## config.mk

```make
export PLATFORM = sky130hd
export DESIGN_NAME = cdb_grant_scheduler
export DESIGN_NICKNAME = d
export VERILOG_FILES = /design/src/rtl/cdb_grant_scheduler.sv
export SDC_FILE = /design/constraint.sdc
export NUM_CORES = 1
export LEC_CHECK = 0
export ABC_CLOCK_PERIOD_IN_PS = 4800
export CORE_MARGIN = 2
export CORE_UTILIZATION = 35
export DETAILED_ROUTE_END_ITERATION = 12
export PLACE_DENSITY_LB_ADDON = 0.08
export SETUP_SLACK_MARGIN = 0.4
export SLEW_MARGIN = 20
export SYNTH_ARGS = -nofsm -noshare
export SYNTH_HDL_FRONTEND = slang
export SYNTH_SLANG_ARGS = --single-unit
```

## constraint.sdc

```tcl
create_clock -name i_clock -period 4.8 [get_ports i_clock]
set_input_delay 0.72 -clock i_clock [delete_from_list [all_inputs] [get_ports i_clock]]
set_output_delay 0.72 -clock i_clock [all_outputs]
set_load 0.02 [all_outputs]
```

## src/rtl/cdb_grant_scheduler.sv

```systemverilog
// Grants up to two CDB lanes per cycle to result-ready requesters (round-robin with age override).
// Latency: one registered stage from i_req to o_grant; a requester holds i_req until it sees o_grant.
module cdb_grant_scheduler #(
    parameter int         NUM_REQ      = 4,
    parameter logic [7:0] BASE_ADDRESS = 8'h00,
    parameter int         MAX_WAIT     = 7
) (
    input  logic                 i_clock,
    input  logic                 i_reset_n,
    input  logic                 i_flush,
    input  logic [1:0]           i_lane_en,
    input  logic [NUM_REQ-1:0]   i_req,
    output logic [NUM_REQ-1:0]   o_grant,
    output logic [NUM_REQ-1:0]   o_grant_lane,
    output logic [1:0]           o_lane_valid,
    output logic [1:0][7:0]      o_lane_owner,
    output logic                 o_starved
);

    localparam int         IDXW       = (NUM_REQ > 1) ? $clog2(NUM_REQ) : 1;
    localparam logic [3:0] MAX_WAIT_W = 4'(MAX_WAIT);

    logic [IDXW-1:0]    rr_ptr;
    logic [IDXW-1:0]    rr_ptr_nxt;
    logic [3:0]         wait_cnt [NUM_REQ];
    logic [3:0]         wait_nxt [NUM_REQ];
    logic [NUM_REQ-1:0] elig;
    logic [NUM_REQ-1:0] starved_set;
    logic [NUM_REQ-1:0] grant_nxt;
    logic [NUM_REQ-1:0] grant_lane_nxt;
    logic [1:0]         lane_valid_nxt;
    logic [1:0][7:0]    lane_owner_nxt;
    logic               starved_nxt;
    logic               pick0_vld;
    logic               pick1_vld;
    logic [IDXW-1:0]    pick0_idx;
    logic [IDXW-1:0]    pick1_idx;
    logic               sel1_vld;
    logic [IDXW-1:0]    sel1_idx;

    // Requester index k positions after base, wrapping at NUM_REQ-1.
    function automatic logic [IDXW-1:0] rr_idx(input logic [IDXW-1:0] base, input int k);
        int s;
        s = int'(base) + k;
        if (s >= NUM_REQ) s = s - NUM_REQ;
        return IDXW'(s);
    endfunction

    // Requests still high while their grant is showing are the handshake echo, not new work.
    always_comb begin
        elig = i_flush ? '0 : (i_req & ~o_grant);
        for (int n = 0; n < NUM_REQ; n++) begin
            starved_set[n] = elig[n] && (wait_cnt[n] >= MAX_WAIT_W);
        end
    end

    always_comb begin
        pick0_vld = 1'b0;
        pick0_idx = '0;
        pick1_vld = 1'b0;
        pick1_idx = '0;
        for (int n = NUM_REQ - 1; n >= 0; n--) begin
            if (starved_set[n]) begin
                pick0_vld = 1'b1;
                pick0_idx = IDXW'(n);
            end
        end
        if (!pick0_vld) begin
            for (int k = NUM_REQ - 1; k >= 0; k--) begin
                if (elig[rr_idx(rr_ptr, k)]) begin
                    pick0_vld = 1'b1;
                    pick0_idx = rr_idx(rr_ptr, k);
                end
            end
        end
        for (int k = NUM_REQ - 1; k >= 0; k--) begin
            if (elig[rr_idx(rr_ptr, k)] && !(pick0_vld && (rr_idx(rr_ptr, k) == pick0_idx))) begin
                pick1_vld = 1'b1;
                pick1_idx = rr_idx(rr_ptr, k);
            end
        end
    end

    // Picks fill enabled lanes in order, so lane1 takes the first pick when lane0 is withheld.
    always_comb begin
        sel1_vld       = i_lane_en[0] ? pick1_vld : pick0_vld;
        sel1_idx       = i_lane_en[0] ? pick1_idx : pick0_idx;
        grant_nxt      = '0;
        grant_lane_nxt = '0;
        lane_valid_nxt = 2'b00;
        lane_owner_nxt = {8'hFF, 8'hFF};
        rr_ptr_nxt     = rr_ptr;
        if (i_lane_en[0] && pick0_vld) begin
            grant_nxt[pick0_idx] = 1'b1;
            lane_valid_nxt[0]    = 1'b1;
            lane_owner_nxt[0]    = BASE_ADDRESS + 8'(pick0_idx);
            rr_ptr_nxt           = (pick0_idx == IDXW'(NUM_REQ - 1)) ? '0 : pick0_idx + IDXW'(1);
        end
        if (i_lane_en[1] && sel1_vld) begin
            grant_nxt[sel1_idx]      = 1'b1;
            grant_lane_nxt[sel1_idx] = 1'b1;
            lane_valid_nxt[1]        = 1'b1;
            lane_owner_nxt[1]        = BASE_ADDRESS + 8'(sel1_idx);
            rr_ptr_nxt               = (sel1_idx == IDXW'(NUM_REQ - 1)) ? '0 : sel1_idx + IDXW'(1);
        end
    end

    always_comb begin
        starved_nxt = 1'b0;
        for (int n = 0; n < NUM_REQ; n++) begin
            if (i_flush || !i_req[n] || grant_nxt[n]) begin
                wait_nxt[n] = 4'd0;
            end else if (elig[n] && (wait_cnt[n] != 4'd15)) begin
                wait_nxt[n] = wait_cnt[n] + 4'd1;
            end else begin
                wait_nxt[n] = wait_cnt[n];
            end
            if (wait_nxt[n] >= MAX_WAIT_W) starved_nxt = 1'b1;
        end
    end

    always_ff @(posedge i_clock or negedge i_reset_n) begin
        if (!i_reset_n) begin
            o_grant      <= '0;
            o_grant_lane <= '0;
            o_lane_valid <= 2'b00;
            o_lane_owner <= {8'hFF, 8'hFF};
            o_starved    <= 1'b0;
            rr_ptr       <= '0;
            for (int n = 0; n < NUM_REQ; n++) wait_cnt[n] <= 4'd0;
        end else begin
            o_grant      <= grant_nxt;
            o_grant_lane <= grant_lane_nxt;
            o_lane_valid <= lane_valid_nxt;
            o_lane_owner <= lane_owner_nxt;
            o_starved    <= starved_nxt;
            rr_ptr       <= rr_ptr_nxt;
            for (int n = 0; n < NUM_REQ; n++) wait_cnt[n] <= wait_nxt[n];
        end
    end

endmodule

```

**Run 1: M4 wires**

(4 px per um) Supply wires on this layer in grey.
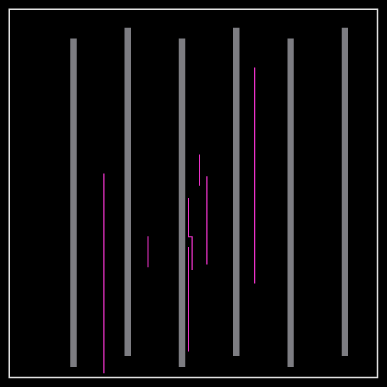
main direction = vertical
nets with wire on the layer = 7
wire length on this layer = 185 um
share of all routed wire = 2.2%
longest straight run = 53.7 um

**Run 1: track usage over the die**

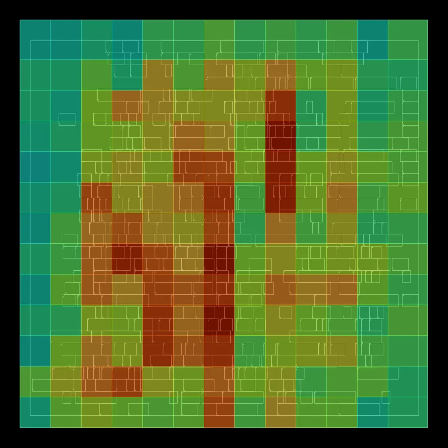
all-layer global routing usage: 19.8%
M1 GR Usage: 28.2%
global routing's busiest layer: met2

==> impl_results.rst, run 1 <==
Implementation results
======================

.. list-table::
   :header-rows: 1

   * - Metric
     - Value
   * - Status
     - complete, no violations
   * - Share of power burned in the clock network
     - 12.8%
   * - Final Setup Violations
     - 0
   * - FF+latch count, synth
     - 35
   * - Die Area
     - 8410 sq um
   * - Portion of the post-synthesis area used by sequential elements
     - 32.8%
   * - Top cell excl fill/tap
     - buf_4
   * - Horizontal die size
     - 91.7 um
   * - Number of antenna violations at the first check in global routing
     - 0
   * - Worst endpoint data arrival time
     - 4.42 ns
   * - Static leakage
     - 0.00173 uW
   * - Design area
     - 4050 sq um
   * - Yosys synthesis chip area
     - 2690 sq um
   * - Clock edge transition at the registers on the reported setup and hold paths
     - 0.08 ns
   * - Share of post-route cells with drive strength above 1
     - 38.1%
   * - Master of the slowest instance on the critical path
     - or4_1
   * - Initial Util
     - 36.5%
   * - Total instance count after detailed placement
     - 477
   * - YS warnings
     - 0
   * - Top logic cells by instance count in the layout
     - buf_4 (60), clkdlybuf4s50_1 (29), dfrtp_1 (28)
   * - Maximum clock rate
     - 0.235 GHz
   * - Worst hold slack across all endpoints
     - 0.509 ns
   * - Wire length of the first global-routing pass
     - 13,300 um
**Run 1: wires at chosen ports, followed through buffers**

(3 px per um)
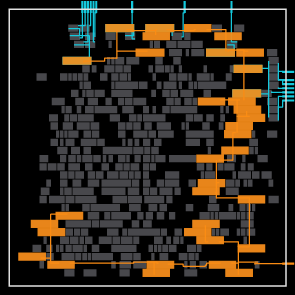
orange -> `i_reset_n`  # direction input, edge right, end cells 35, buffers 1, wire 300 um
cyan -> `o_lane_owner`  # direction output, edge 9 top, 7 right, end cells 6, buffers 16, wire 181 um

## run 1: metal layers
metal  vias to the layer above  global-route usage (%)  part of all wire, %
li1                       1309                       -                    -
met1                      1313                    28.2                   46
met2                        76                    31.0                   47
met3                        16                    2.96                  4.8
met4                         0                    5.97                  2.2
met5                         -                       0                    0
## run 1: power by group through the flow
stage | Sequential (uW) | Clock [uW] | Combinational, uW
global placement | 431 | 0 | 1200
detailed placement | 431 | 0 | 1200
floorplan | 447 | 0 | 675
CTS | 433 | 296 | 1250
finish | 446 | 282 | 1470
global route | 453 | 307 | 1590
## run 1: layout make-up
type,instances,area [sq um]
multi-input combinational,239,2020
sequential,35,885
inverter,13,51.3
clock buffer,6,82.6
fill,677,3320
timing repair buffer,101,855
clock inverter,2,35.0
tap,99,124
## run 1: critical path, delay by kind of cell (launching register included)
kind	cells	cell delay (ns)
AOI/OAI and AO/OA	8	1.88
adders and majority gates	2	0.44
DFF	1	0.43
buffers and inverters	1	0.04
and+or+nand+nor	4	1.33
## run 1: kinds of logic after synthesis
logic type | synth area share (%)
muxes | 3.58
AOI/OAI and AO/OA | 24.0
and+or+nand+nor | 24.7
adders and majority gates | 5.58
xor gates and xnor gates | 2.93
buffers and inverters | 6.46
DFF | 32.8
## run 1: registers in the layout, indices dropped and copies added, names as in the netlist
register and cells:
o_starved 1, rr_ptr 2, wait_cnt 16, o_grant 4, o_grant_lane 4, o_lane_owner 6
o_lane_valid 2
## run 1: path summary, 6_finish.rpt
path | start | endpoint | cells past startpoint
max | wait_cnt[8] | o_starved | 15
min | i_reset_n | wait_cnt[15] | 1
max reg2reg | wait_cnt[8] | o_starved | 15
min reg2reg | wait_cnt[9] | wait_cnt[9] | 2
max in group asynchronous | i_reset_n | rr_ptr[0] | 1
min in group i_clock | wait_cnt[9] | wait_cnt[9] | 2
## run 1: synth_stat cells, drive strengths merged (2+ instances only)
cell	number
a2111oi	2
xor2	3
a41o	2
buf	14
a21oi	15
nor3	10
or2	3
o22ai	7
a211oi	9
nor4b	2
a211o	2
inv	13
nand4	2
mux2	3
o311ai	2
or3b	5
nand2	26
ha	12
nand2b	10
nor2	27
nor2b	7
nor3b	8
mux2i	4
a31oi	9
a221oi	3
o21a	3
a21o	5
dfrtp	29
a32o	2
dfstp	6
a22o	2
a221o	3
clkbuf	4
o21ai	12
and3	3
nand3	10
o22a	2
or4	2
xnor2	6
nor4	3
## run 1: stage by stage
stage / setup slack, ns / setup TNS (ns)
2_1_floorplan: 0.411 / 0
3_3_place_gp: -0.395 / -1.02
3_5_place_dp: -0.280 / -0.431
4_1_cts: 0.400 / 0
5_1_grt: 0.359 / 0
6_report: 0.549 / 0
## run 1: timing repair
item,CTS,global route
setup buffers,2,7
resized,21,60
endpoints found under the setup margin,12,8
gates cloned,1,0
pin swaps,10,22
endpoints found under the hold margin,0,0
**Run 1: clock distribution**

(4 px per um)
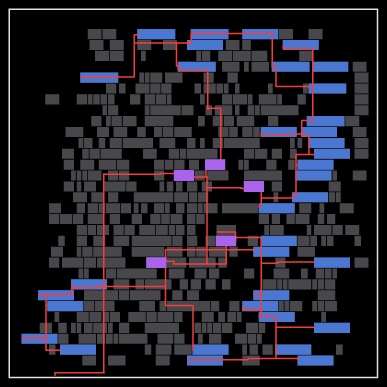

==> inputs of run 2 (changes only) <==
- CAP_MARGIN: not set -> 40
**Run 2: clock distribution**

(4 px per um)
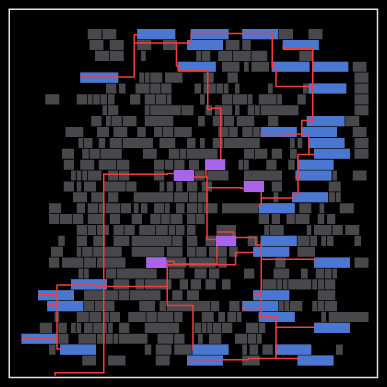
blue -> flip-flops  # count 35
red -> clock wires  # length 570 um
purple -> cells driving clock nets  # count 5
routed clock nets = 6
flops lie = spread over the die

==> impl_results.rst, run 2 <==
Implementation results
======================

.. list-table::
   :header-rows: 1

   * - Metric
     - Value
   * - Top logic cells by instance count in the layout
     - buf_4 (60), clkdlybuf4s50_1 (29), dfrtp_1 (28) (unchanged)
   * - Flip-flop count of the largest register after layout
     - 16 (unchanged)
   * - Vertical extent of the die
     - 91.7 um (unchanged)
   * - Top cells, area
     - dfrtp_1 (27%), dfstp_2 (5.9%), ha_1 (5.6%), nand2_1 (3.6%), nor2_1 (3.6%) (unchanged)
   * - All-layer global routing usage
     - 19.8% (unchanged)
   * - Number of enable-type register cells in the synthesized netlist
     - 0 (unchanged)
   * - Antenna Diode Count
     - 0 (unchanged)
   * - Most frequent cell after synthesis
     - dfrtp_1 (unchanged)
   * - Power density over cell area
     - 541 nW/um^2 (was 544 nW/um^2)
   * - Total instance count after detailed placement
     - 477 (unchanged)
   * - Maximum clock rate
     - 0.234 GHz (was 0.235 GHz)
   * - Design area
     - 4080 sq um (was 4050 sq um)
   * - Crit Reg-Reg Endpoint
     - o_starved (unchanged)
   * - Portion of the post-synthesis area used by sequential elements
     - 32.8% (unchanged)
   * - Share of power burned in the clock network
     - 12.8% (about the same)
   * - Most used standard cells in the synthesized netlist
     - dfrtp_1 (29), nand2_1 (26), nor2_1 (26) (unchanged)
   * - Worst setup SP type
     - flip-flop (unchanged)
   * - Clock edge transition at the registers on the reported setup and hold paths
     - 0.08 ns (about the same)
   * - Total of fill cells in the finished design
     - 673 (was 677)
   * - Static leakage
     - 0.00174 uW (was 0.00173 uW)
   * - Number of cells traversed by the worst register-to-register path
     - 19 (was 15)
   * - Share of post-route cells with drive strength above 1
     - 38.3% (was 38.1%)
   * - Registers with the most flip-flops
     - wait_cnt (16), o_lane_owner (6) (unchanged)
   * - Instance area after placement
     - 3510 sq um (unchanged)
   * - Horizontal die size
     - 91.7 um (unchanged)
   * - Die Area
     - 8410 sq um (unchanged)
   * - Netlist cell types
     - 63 (unchanged)
   * - Routability Congestion
     - 0.890 (unchanged)
   * - FF+latch count, synth
     - 35 (unchanged)
   * - Row Count
     - 31 (unchanged)
   * - Top cell excl fill/tap
     - buf_4 (unchanged)
   * - Initial Util
     - 36.5% (unchanged)
   * - Status
     - complete, no violations (unchanged)
   * - Final Setup Violations
     - 0 (unchanged)
   * - Yosys synthesis chip area
     - 2690 sq um (unchanged)
   * - Startpoint of the most critical register-to-register path
     - wait_cnt[4] (was wait_cnt[8])
   * - Cell area after synthesis
     - 2690 sq um (unchanged)
   * - Worst endpoint data arrival time
     - 4.43 ns (was 4.42 ns)
   * - Register name with the most flops
     - wait_cnt (unchanged)
   * - Area growth from synthesis to layout
     - 51.3% (was 50.3%)
   * - Number of antenna violations at the first check in global routing
     - 0 (unchanged)
   * - YS warnings
     - 0 (unchanged)
   * - Worst hold slack across all endpoints
     - 0.314 ns (was 0.509 ns)
   * - Fin util
     - 55.3% (was 54.9%)
   * - Maximum fanout count along the critical path
     - 5 (unchanged)
   * - Buffer levels on the longest clock path
     - 2 (unchanged)
   * - Wire length of the first global-routing pass
     - 13,300 um (unchanged)
**Run 2: wires at chosen ports, followed through buffers**

(3 px per um)
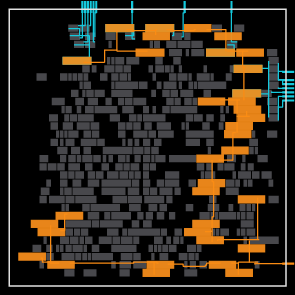
orange -> `i_reset_n`  # direction input, edge right, end cells 35, buffers 2, wire 301 um
cyan -> `o_lane_owner`  # direction output, edge 9 top, 7 right, end cells 6, buffers 16, wire 182 um

## run 2: repair_timing
item | 4_1_cts | 5_1_grt
cloned | 1 | 0
gates resized | 21 | 60
hold buffers | 0 | 0
pin swaps | 10 | 22
endpoints found under the setup margin | 12 | 8
buffers inserted | 2 | 7
## run 2: power by group through the flow
stage	Sequential [uW]	Clock, uW	Combinational, uW
finish	447	282	1480
global route	453	307	1590
CTS	433	296	1250
detailed placement	431	0	1200
global placement	431	0	1200
floorplan	447	0	675
## run 2: per-layer routing
layer	wire length [um]	GRT usage, %	part of all wire, %	vias up
li1	-	-	-	1310
met1	4000	28.2	47	1319
met2	4050	31.0	47	76
met3	370	2.96	4.3	12
met4	153	5.97	1.8	0
met5	0	0	0	-
## run 2: kinds of logic after synthesis
logic type	after synthesis	share of synthesized area (%)
AOI/OAI and AO/OA	88	24.0
xor gates and xnor gates	9	2.93
adders and majority gates	12	5.58
buffers and inverters	31	6.46
DFF	35	32.8
muxes	8	3.58
and+or+nand+nor	122	24.7
## run 2: area by class of cell
type	count	area [sq um]	share of cell area, %
clock inverters	2	35.0	0.860
flip-flops and latches	35	885	21.7
multi-input cells	239	2020	49.5
inverters	13	51.3	1.26
clock buffers	6	82.6	2.03
well taps	99	124	3.04
repair buffers	102	882	21.6
## run 2: how the worst max path moves through the flow
stage           startpoint   endpoint  cells past startpoint
2_1_floorplan      i_flush  o_starved                     17
3_3_place_gp       i_flush  o_starved                     20
3_5_place_dp       i_flush  o_starved                     20
4_1_cts           i_req[0]  o_starved                     16
5_1_grt        wait_cnt[8]  o_starved                     16
6_report       wait_cnt[4]  o_starved                     19
## run 2: critical path: stages (launching register included)
cell	delay (ns)
dfrtp_1	0.44
ha_1	0.26
a21o_1	0.21
o2bb2ai_4	0.15
buf_6	0.13
a2111oi_4	0.36
mux2i_1	0.32
buf_4	0.18
a41o_1	0.19
a21oi_2	0.06
buf_4	0.14
nand2b_1	0.08
a211oi_2	0.08
mux2_4	0.30
inv_4	0.09
ha_4	0.13
inv_2	0.05
o311ai_4	0.33
o22ai_1	0.11
or4_1	0.53
## run 2: stage by stage
| stage | power, uW | worst slack [ns] | TNS (ns) |
|---|---|---|---|
| after global placement | 1640 | -0.395 | -1.02 |
| after detailed placement | 1630 | -0.280 | -0.431 |
| after global routing | 2350 | 0.359 | 0 |
| after floorplan | 1120 | 0.411 | 0 |
| final | 2210 | 0.531 | 0 |
| after CTS | 1980 | 0.400 | 0 |
**Run 2: cell density map**

(4 px per um) 9 x 9 tiles, from dark blue (low) to red (high), 0 to 100% covered.
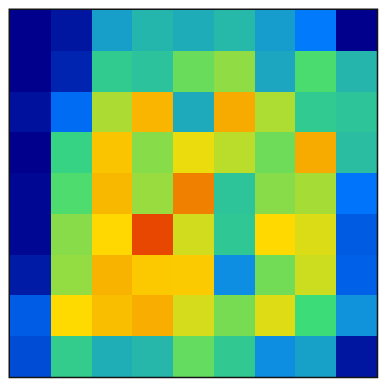

==> inputs of run 3 (changes only) <==
- CORE_UTILIZATION: 35 -> 40
- MAX_ROUTING_LAYER: not set -> met4
- TNS_END_PERCENT: not set -> 5
**Run 3: cell density map**

(4 px per um) 9 x 9 tiles, from dark blue (low) to red (high), 0 to 100% covered.
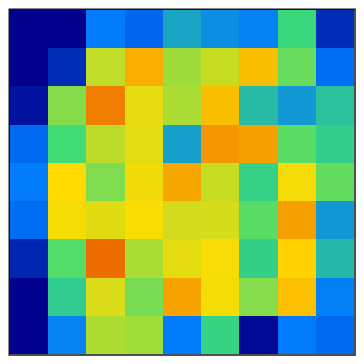
tiles over 75% full = 16%
densest ninth of the die = centre
mean over tiles = 50%
nearly empty tiles = 6.2%
emptiest ninth of the die = upper left
fullest tile = 88%

==> impl_results.rst, run 3 <==
Implementation results
======================

.. list-table::
   :header-rows: 1

   * - Metric
     - Value
   * - Status
     - complete, no violations (unchanged)
   * - Wire length of the first global-routing pass
     - 12,600 um (was 13,300 um)
   * - Design area
     - 3780 sq um (was 4080 sq um)
   * - Top logic cells by instance count in the layout
     - buf_4 (61), clkdlybuf4s50_1 (30), dfrtp_1 (29) (was buf_4 (60), clkdlybuf4s50_1 (29), dfrtp_1 (28))
   * - Area growth from synthesis to layout
     - 40.5% (was 51.3%)
   * - Vertical extent of the die
     - 86.0 um (was 91.7 um)
   * - Number of antenna violations at the first check in global routing
     - 0 (unchanged)
   * - Worst setup SP type
     - input pin (was flip-flop)
   * - All-layer global routing usage
     - 22.0% (was 19.8%)
   * - FF+latch count, synth
     - 35 (unchanged)
   * - Routability Congestion
     - 0.899 (was 0.890)
   * - Maximum clock rate
     - 0.232 GHz (was 0.234 GHz)
   * - Register name with the most flops
     - wait_cnt (unchanged)
   * - Clock edge transition at the registers on the reported setup and hold paths
     - 0.08 ns (about the same)
   * - Buffer levels on the longest clock path
     - 2 (unchanged)
   * - Sum Neg Setup Slack
     - 0 ns (unchanged)
   * - Area taken by flip-flops and latches
     - 883 sq um (was 885 sq um)
   * - Total of fill cells in the finished design
     - 560 (was 673)
   * - Initial Util
     - 41.9% (was 36.5%)
   * - List of cells traversed by the critical path
     - dlygate4sd2_1, or3b_4, buf_4, o2bb2ai_1, buf_4, a2111oi_4, buf_4, mux2_2, a21oi_2, nor3b_2, a211oi_2, mux2_4, inv_2, ha_1, inv_1, o311ai_4, nor3_1, or4_1 (was ha_1, a21o_1, o2bb2ai_4, buf_6, a2111oi_4, mux2i_1, buf_4, a41o_1, a21oi_2, buf_4, nand2b_1, a211oi_2, mux2_4, inv_4, ha_4, inv_2, o311ai_4, o22ai_1, or4_1)
   * - Number of cells traversed by the worst register-to-register path
     - 16 (was 19)
   * - Worst Setup EP
     - o_starved (unchanged)
   * - Die Area
     - 7400 sq um (was 8410 sq um)
   * - Top cell excl fill/tap
     - buf_4 (unchanged)
   * - Master of the slowest instance on the critical path
     - or4_1 (unchanged)
**Run 3: metal 3**

(6 px per um) Cells faint in the background.
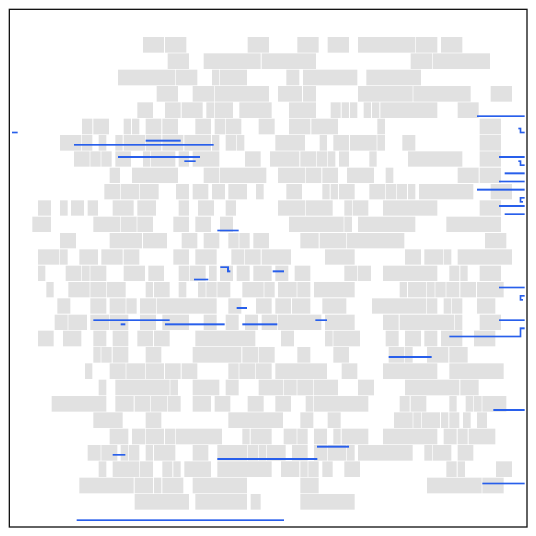
share of all routed wire = 2.8%
longest straight run = 34.3 um
main direction = horizontal
wire length on this layer = 221 um

==> run 3: cell families after synthesis <==
logic type               Yosys count  share of synthesized area (%)
buffers and inverters             31                           6.46
AND/OR/NAND/NOR                  122                           24.7
AND-OR/OR-AND                     88                           24.0
XOR/XNOR                           9                           2.93
multiplexers                       8                           3.58
flip-flops                        35                           32.8
adder cells (fa/ha/maj)           12                           5.58
==> run 3: report_power, final <==
group / internal (uW) / switching (uW) / total [uW]
combinational: 626 / 692 / 1320
clock: 116 / 106 / 221
sequential: 356 / 74.5 / 430
==> run 3: area by class of cell <==
type | count | area share (%)
multi-input combinational | 239 | 49.3
sequential | 35 | 23.4
timing repair buffer | 96 | 21.1
tap | 77 | 2.55
clock buffer | 7 | 2.28
inverter | 13 | 1.29
clock inverter | 1 | 0.132
==> run 3: worst register-to-register path, cell delays in order, from the launching register on <==
cell      delay (ns)
dfrtp_1         0.55
buf_4           0.25
or2_2           0.33
o22ai_1         0.24
a22o_1          0.26
nand2_1         0.07
a221o_1         0.44
a31oi_4         0.23
o221a_2         0.22
a211oi_2        0.08
mux2_4          0.30
inv_2           0.07
ha_1            0.13
inv_1           0.07
o311ai_4        0.29
nor3_1          0.09
or4_1           0.53
==> run 3: layer usage <==
layer	part of all wire, %	up-vias	global-route usage (%)
li1	-	1292	-
met1	48	1253	29.5
met2	47	49	34.3
met3	2.8	8	2.41
met4	1.4	0	8.08
met5	0	-	-
==> run 3: worst min path at each step <==
stage                     slack [ns]          end  depth (start not counted)   startpoint
after global routing            0.62  wait_cnt[1]                          2  wait_cnt[1]
after CTS                       0.57  wait_cnt[9]                          2  wait_cnt[9]
after global placement          0.56  wait_cnt[1]                          2  wait_cnt[1]
final                           0.57  wait_cnt[1]                          2  wait_cnt[1]
after detailed placement        0.56  wait_cnt[9]                          2  wait_cnt[9]
after floorplan                 0.42   o_grant[0]                          0    i_reset_n
==> run 3: through the flow <==
step	power, uW	cells	setup slack [ns]
final	1970	468	0.488
after global routing	2110	468	0.332
after CTS	1900	465	0.408
after detailed placement	1610	456	-0.297
after global placement	1610	456	-0.324
after floorplan	1120	305	0.411
==> run 3: repair_timing <==
item | CTS | global route
pin swaps | 8 | 8
gates resized | 24 | 20
gates cloned | 0 | 0
endpoints found under the setup margin | 14 | 3
hold buffers | 0 | 0
setup buffers | 1 | 3
Power figures rest on the tool's default switching activity, not on a simulated workload.
